===== src/rtl/regfile_seq.sv =====
// Parametrised register file for the teaching CPU datapath.
//
// One command port handles four operations: load-immediate, ALU write-back, a
// multi-cycle clear sweep and a display latch. Two combinational read ports
// supply ALU operands A and B.
//
// Ports:
//   clock, reset              clock; asynchronous active-high reset
//   cmd_valid / cmd_ready     command handshake; ready is low only while a clear runs
//   cmd_op, cmd_addr          opcode and target register
//   cmd_imm, cmd_data         LOAD immediate (zero-extended) and WB data
//   rd_addr_a/b, rd_data_a/b  combinational read ports (optional write bypass)
//   disp_valid, disp_data     registered display latch with a one-cycle valid pulse
//   clr_busy, clr_done        clear sweep in progress / one-cycle completion pulse
module regfile_seq #(
  parameter int unsigned DATA_W  = 16,
  parameter int unsigned ADDR_W  = 4,
  parameter int unsigned IMM_W   = 5,
  parameter bit          BYPASS  = 1'b1,
  parameter bit          R0_ZERO = 1'b0
) (
  input  logic              clock,
  input  logic              reset,
  input  logic              cmd_valid,
  output logic              cmd_ready,
  input  logic [2:0]        cmd_op,
  input  logic [ADDR_W-1:0] cmd_addr,
  input  logic [IMM_W-1:0]  cmd_imm,
  input  logic [DATA_W-1:0] cmd_data,
  input  logic [ADDR_W-1:0] rd_addr_a,
  output logic [DATA_W-1:0] rd_data_a,
  input  logic [ADDR_W-1:0] rd_addr_b,
  output logic [DATA_W-1:0] rd_data_b,
  output logic              disp_valid,
  output logic [DATA_W-1:0] disp_data,
  output logic              clr_busy,
  output logic              clr_done
);

  localparam int unsigned DEPTH = 1 << ADDR_W;

  localparam logic [2:0] OpLoad  = 3'b000;
  localparam logic [2:0] OpWb    = 3'b001;
  localparam logic [2:0] OpClear = 3'b110;
  localparam logic [2:0] OpDisp  = 3'b111;

  typedef enum logic [0:0] {StIdle, StClear} state_e;

  state_e              state_q, state_d;
  logic [ADDR_W-1:0]   ptr_q, ptr_d;
  logic [DATA_W-1:0]   mem_q [DEPTH];
  logic [DATA_W-1:0]   mem_d [DEPTH];
  logic [DATA_W-1:0]   disp_data_q, disp_data_d;
  logic                disp_valid_q, disp_valid_d;
  logic                clr_done_q, clr_done_d;

  logic                accept;
  logic                wr_en;
  logic [DATA_W-1:0]   imm_ext;
  logic [DATA_W-1:0]   wr_data;

  // Stored value, optionally overridden by the write being accepted this cycle,
  // and finally forced to zero for a hardwired R0.
  function automatic logic [DATA_W-1:0] resolve(input logic [ADDR_W-1:0] addr,
                                                input logic [DATA_W-1:0] stored,
                                                input logic              wr_hit,
                                                input logic [DATA_W-1:0] wdata);
    logic [DATA_W-1:0] v;
    v = stored;
    if (BYPASS && wr_hit) v = wdata;
    if (R0_ZERO && (addr == '0)) v = '0;
    return v;
  endfunction

  assign cmd_ready = (state_q == StIdle);
  assign clr_busy  = (state_q == StClear);
  assign accept    = cmd_valid && cmd_ready;
  assign wr_en     = accept && ((cmd_op == OpLoad) || (cmd_op == OpWb));

  // Zero-extend without a replication count that would vanish when IMM_W == DATA_W.
  always_comb begin
    imm_ext = '0;
    imm_ext[IMM_W-1:0] = cmd_imm;
  end

  assign wr_data = (cmd_op == OpLoad) ? imm_ext : cmd_data;

  assign rd_data_a = resolve(rd_addr_a, mem_q[rd_addr_a], wr_en && (cmd_addr == rd_addr_a),
                             wr_data);
  assign rd_data_b = resolve(rd_addr_b, mem_q[rd_addr_b], wr_en && (cmd_addr == rd_addr_b),
                             wr_data);

  // Register array next state: command write, then the sweep clear.
  always_comb begin
    mem_d = mem_q;
    if (wr_en && !(R0_ZERO && (cmd_addr == '0))) mem_d[cmd_addr] = wr_data;
    if (state_q == StClear) mem_d[ptr_q] = '0;
  end

  // Sweep controller and display latch.
  always_comb begin
    state_d      = state_q;
    ptr_d        = ptr_q;
    clr_done_d   = 1'b0;
    disp_valid_d = 1'b0;
    disp_data_d  = disp_data_q;

    unique case (state_q)
      StIdle: begin
        if (accept && (cmd_op == OpClear)) begin
          state_d = StClear;
          ptr_d   = '0;
        end
        if (accept && (cmd_op == OpDisp)) begin
          disp_valid_d = 1'b1;
          // wr_en is low for a DISPLAY, so the bypass path cannot fire here.
          disp_data_d  = resolve(cmd_addr, mem_q[cmd_addr], wr_en, wr_data);
        end
      end
      StClear: begin
        ptr_d = ptr_q + 1'b1;
        if (&ptr_q) begin
          state_d    = StIdle;
          clr_done_d = 1'b1;
        end
      end
      default: state_d = StIdle;
    endcase
  end

  always_ff @(posedge clock or posedge reset) begin
    if (reset) begin
      state_q      <= StIdle;
      ptr_q        <= '0;
      mem_q        <= '{default: '0};
      disp_data_q  <= '0;
      disp_valid_q <= 1'b0;
      clr_done_q   <= 1'b0;
    end else begin
      state_q      <= state_d;
      ptr_q        <= ptr_d;
      mem_q        <= mem_d;
      disp_data_q  <= disp_data_d;
      disp_valid_q <= disp_valid_d;
      clr_done_q   <= clr_done_d;
    end
  end

  assign disp_data  = disp_data_q;
  assign disp_valid = disp_valid_q;
  assign clr_done   = clr_done_q;

endmodule


===== config.mk =====
export PLATFORM = sky130hd
export DESIGN_NAME = regfile_seq
export DESIGN_NICKNAME = d
export VERILOG_FILES = /design/src/rtl/regfile_seq.sv
export SDC_FILE = /design/constraint.sdc
export NUM_CORES = 1
export LEC_CHECK = 0
export ABC_AREA = 1
export CAP_MARGIN = 30
export CORE_MARGIN = 3
export CORE_UTILIZATION = 45
export DETAILED_ROUTE_END_ITERATION = 6
export PLACE_DENSITY = 0.69
export SYNTH_ARGS = -nofsm -noshare
export SYNTH_HDL_FRONTEND = slang
export SYNTH_SLANG_ARGS = --single-unit
export TNS_END_PERCENT = 30

===== constraint.sdc =====
create_clock -name clock -period 21.8 [get_ports clock]
set_clock_uncertainty 0.2 [all_clocks]
set_input_delay 3.27 -clock clock [delete_from_list [all_inputs] [get_ports clock]]
set_output_delay 3.27 -clock clock [all_outputs]
set_load 0.02 [all_outputs]

==> images/power_grid.png <==
Scale bar: 50 um. Pins as bars on the die edge.
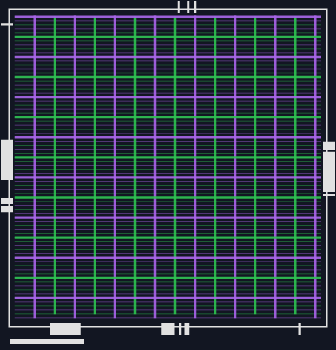
VSS: shown in purple. VDD: shown in green.
The core has 75 rows. 91 signal pins sit on the boundary.
Core Region: 42,300 sq um
maximum VDD drop: 0.0785 mV
Die Ht: 214 um
Die W: 214 um

==> images/placement_by_type.png <==
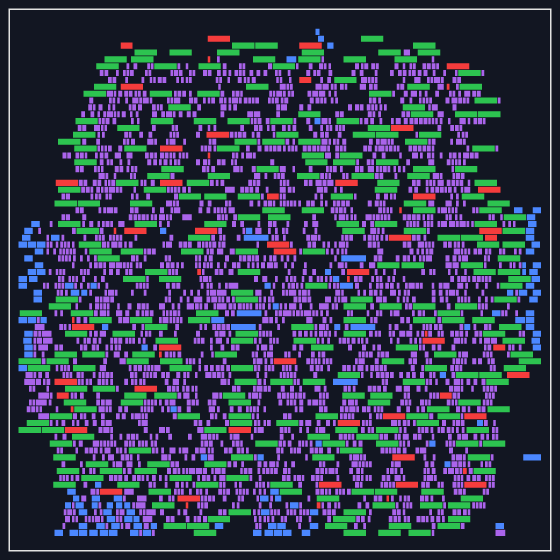
other buffers and delay cells: shown in blue, cells 133, share of their area 6.5%. flops: shown in green, cells 279, share of their area 33%. combinational and other logic: shown in purple, cells 2,523, share of their area 55%. clock drivers and dummy loads: shown in red, cells 59, share of their area 5.2%.
post-route cell area: 21,600 sq um
Finished Core Util: 51.0%

==> images/clk_routes.png <==
Scale bar: 50 um.
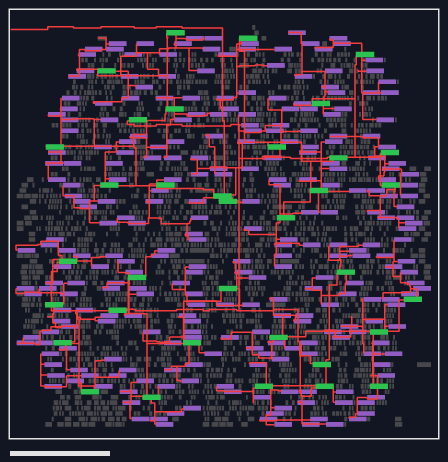
clock drivers: shown in green, count 35. clock wires: shown in red, length 4,370 um. flip-flops: shown in purple, count 279.
Position of the flops: all over the die. There are 36 routed clock nets.

==> images/wires.png <==
Scale bar: 50 um.
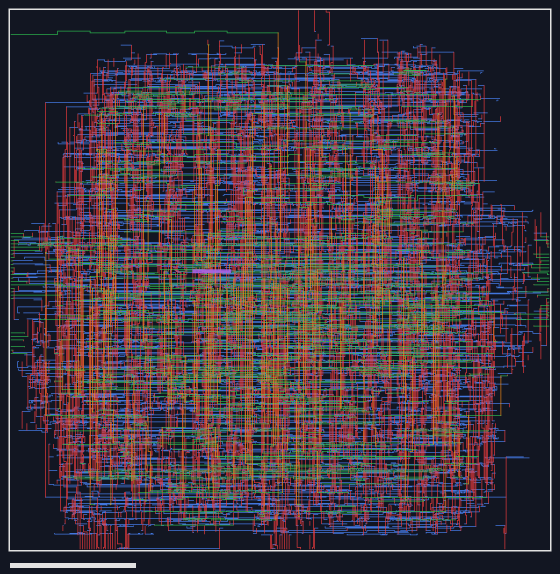
metal 1: shown in blue, wire length 32.8 mm. metal 3: shown in green, wire length 12,400 um. metal 4: shown in orange, wire length 6,120 um. metal 5: shown in purple, wire length 13.8 um. metal 2: shown in red, wire length 34.1 mm.
Avg WL per Cell: 23.9 um
via count: 21,800
final WL: 85,400 um
Tot GR Track Use: 36.1%

==> images/clocks.png <==
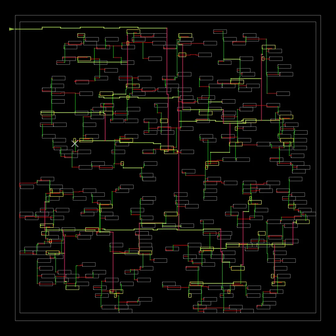
Clock net power: 570 uW
CTS buffer count: 35
CTS sink cnt: 279
clock buffer count: 56
number of sequential cells: 279

==> flow_summary.yaml <==
# physical design summary
logic_synthesis:
  edf_count: 0
  ys_sh_adder_pct: 0.257
  synthXorXnorAreaFrac_pct: 0.180
  syn_area_sq_um: 19500
  yosysTopAreaCell: "dfrtp_1"
  ys.flops: 279
  ys_sh_mux_pct: 0
  syn_inst: 3034
  common_cells: "1,035 x nand2_1, 279 x dfrtp_1, 275 x nand3_1"
timing:
  slew_viol_final: 0
  fin_crit_sh_pct: 48.4
  finalWorstSetupSlack_ns: 11.24
  rsz0062_at_grt: "false"
  whs_ns: 0.279
  setup_viol: 0
power:
  top_power_group: "combinational logic"
  p_per_area_nw_per_um2: 102
  power_switching_uw: 911
  internal_power_uw: 1280
  leakagePower_uw: 0.0110
clock_network:
  cts_htree_levels: 2
  post_cts_resized: 0
  clkTransAtPathRegs_ns: 0.05
  postCtsSetupBuffers: 0
critical_path:
  cp.arrival_ns: 7.09
  crit_path_end_kind: "output pin"
  crit_path_end: "rd_data_a[5]"
  cp_num_cells: 10
  r2r_start: "clr_busy"
  cp.required_ns: 18.33
  crit_family: "buffers and inverters"
  cp_cell_sequence: "buf_6 > buf_4 > buf_4 > nor2_1 > nor3_1 > nand3_2 > inv_2 > nand2_1 > nand2_1 > clkdlybuf4s50_1"
placement:
  dp.cells: 3511
routing:
  dr.first_iter.drc_count: 3498
  drc: 3
  via_per_inst: 6.09
  top_layer_used: "met5"
cells_and_area:
  layout-drive-gt1-share_pct: 4.88
  mostFrequentLayoutCells: "1,035 x nand2_1, 279 x dfrtp_1, 275 x nand3_1"
  largest_cell_class: "logic gates"
global_route:
  grt_pass1_vias: 20100
status:
  violations: "DRC"
  status: "complete, but fails checks"
min_path:
  hold_depth: 2
Power and IR drop assume default switching activity.
